Placement view:
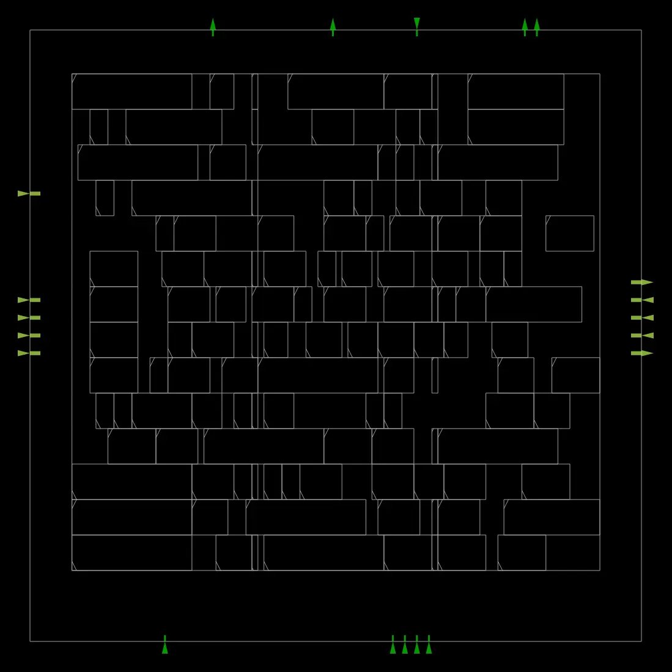
Wire density map:
The bar under the picture is 10 µm long. The die is cut into 9 by 9 equal tiles; dark purple is low, yellow is high, scaled to the fullest tile. Values are wire area over tile area, all layers added.
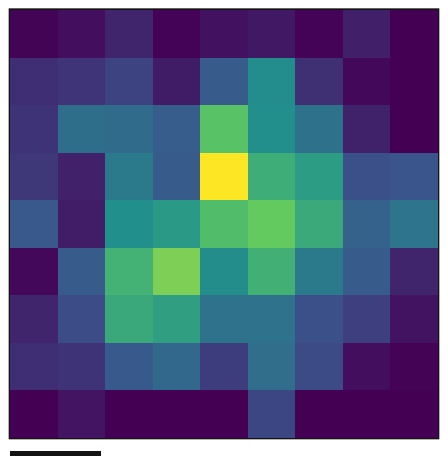
Clock wires, drivers and flops:
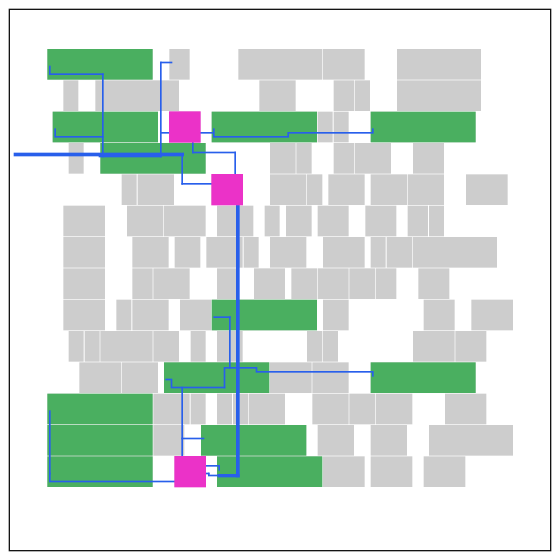
==> src/rtl/gray_sequencer.sv <==
// Gray-code phase sequencer: steps a 2^WIDTH-entry Gray sequence forward/reverse on a
// manual strobe or auto-step divider. Define GRAY_SEQ_STEPCNT_EN to add a 16-bit step counter.
module gray_sequencer #(
    parameter int WIDTH = 2,
    parameter int DIV_W = 8
) (
    input  logic             clk,
    input  logic             reset_n,
    input  logic             clear,
    input  logic             next,
    input  logic             dir,
    input  logic             auto_en,
    input  logic [DIV_W-1:0] div,
    output logic [WIDTH-1:0] gray,
    output logic [WIDTH-1:0] index,
    output logic             active,
`ifdef GRAY_SEQ_STEPCNT_EN
    output logic [15:0]      steps,
`endif
    output logic             wrap
);

    logic [DIV_W-1:0] count;
    logic             tick;
    logic             step;
    logic             at_edge;
    logic [WIDTH-1:0] next_index;

    always_comb begin
        // NOTE: compare against the live div; lowering div below count makes count
        // run on and wrap through 2^DIV_W rather than tick early.
        tick       = auto_en && (count == div);
        step       = next | tick;
        next_index = dir ? (index - 1'b1) : (index + 1'b1);
        at_edge    = dir ? (index == '0) : (index == '1);
    end

    always_ff @(posedge clk or negedge reset_n) begin
        if (!reset_n) begin
            index  <= '0;
            gray   <= '0;
            count  <= '0;
            active <= 1'b0;
            wrap   <= 1'b0;
        end else begin
            active <= 1'b1;
            if (clear) begin
                index <= '0;
                gray  <= '0;
                count <= '0;
                wrap  <= 1'b0;
            end else begin
                if (!auto_en || tick) begin
                    count <= '0;
                end else begin
                    count <= count + 1'b1;
                end
                wrap <= step & at_edge;
                if (step) begin
                    index <= next_index;
                    gray  <= next_index ^ (next_index >> 1);
                end
            end
        end
    end

`ifdef GRAY_SEQ_STEPCNT_EN
    always_ff @(posedge clk or negedge reset_n) begin
        if (!reset_n) begin
            steps <= '0;
        end else if (clear) begin
            steps <= '0;
        end else if (step) begin
            steps <= steps + 16'd1;
        end
    end
`endif

endmodule

==> config.mk <==
export PLATFORM = sky130hd
export DESIGN_NAME = gray_sequencer
export DESIGN_NICKNAME = d
export VERILOG_FILES = /design/src/rtl/gray_sequencer.sv
export SDC_FILE = /design/constraint.sdc
export NUM_CORES = 1
export LEC_CHECK = 0
export CORE_MARGIN = 3
export CORE_UTILIZATION = 47
export CTS_BUF_LIST = sky130_fd_sc_hd__clkbuf_4 sky130_fd_sc_hd__clkbuf_8 sky130_fd_sc_hd__clkbuf_16
export CTS_CLUSTER_DIAMETER = 120
export DETAILED_ROUTE_END_ITERATION = 16
export GPL_TIMING_DRIVEN = 1
export HOLD_SLACK_MARGIN = 0.08
export PLACE_DENSITY = 0.76
export REMOVE_ABC_BUFFERS = 1
export SKIP_LAST_GASP = 1
export SYNTH_ARGS = -nofsm -noshare
export SYNTH_HDL_FRONTEND = slang
export SYNTH_SLANG_ARGS = --single-unit
==> constraint.sdc <==
create_clock -name clk -period 1.7 [get_ports clk]
set_clock_uncertainty 0.05 [all_clocks]
set_input_delay 0.17 -clock clk [delete_from_list [all_inputs] [get_ports clk]]
set_output_delay 0.17 -clock clk [all_outputs]
set_load 0.1 [all_outputs]
==> impl_metrics.json <==
{
  "fin_setup_tns_ns": 0,
  "p_seq_share_pct": 39.3,
  "route.detailed.wl_per_inst_um": 13.9,
  "status": "completed",
  "cts_sinks": 13,
  "timing.critical_path.to": "index[0]",
  "grt_pass1_vias": 670,
  "floorplan.core_util_pct": 51.0,
  "async_reset_ff_share_pct": 100,
  "finalCriticalPeriod_ns": 1.53,
  "clk_share_pct": 2.49,
  "cts_setup_buffers": 0,
  "mostFrequentLayoutCells": "nor2_1 (16), dfrtp_1 (13), clkdlybuf4s50_1 (13)",
  "placedInstanceArea_mm2": 0.00108,
  "critPathMaxStageDelay_ns": 0.52,
  "cp.required_ns": 1.85,
  "dp_cells": 121,
  "cap_violations": 0,
  "gr-total-overflow": 0,
  "drive_gt1_share_pct": 18.3,
  "cp-startpoint": "count[2]",
  "switching_share_pct": 38.4,
  "power-top-group": "registers",
  "finalMaxSlewViolations": 0,
  "hold_viol_final": 0,
  "worstMarginPinSlew_ns": 0.594,
  "coreArea_mm2": 0.00154,
  "num-nonclk-buffers": 24,
  "post-route-period-util_pct": 90.1,
  "antennaDiodeCount": 0,
  "p_seq_uw": 353,
  "timing.final.ws_setup_ns": 0.168,
  "io_pins": 20,
  "yosys-stat-cells": 84,
  "endpoint_kind": "flip-flop",
  "fillerInstances": 138
}
Notes on 'placement view' above:
TAP cells: 16
flop share of the area: 29.4%

Notes on 'wire density map' above:
- densest ninth of the die: middle
- nearly empty tiles: 17%
- mean over tiles: 0.13
- tiles over half the peak: 16%
- fullest tile: 0.49
WL final: 1.74 mm
Tot GR Track Use: 18.5%
via count: 697

Notes on 'clock wires, drivers and flops' above:
- magenta: clock drivers (count 3)
- green: flip-flops (count 13)
- blue: clock wires (length 168 µm)
- routed clock nets: 4
clock insertion delay at the later pin of the skew report: 0.28 ns
clock group power: 196 µW
clock share of power: 21.8%

Power is estimated from default activity; no workload was simulated.
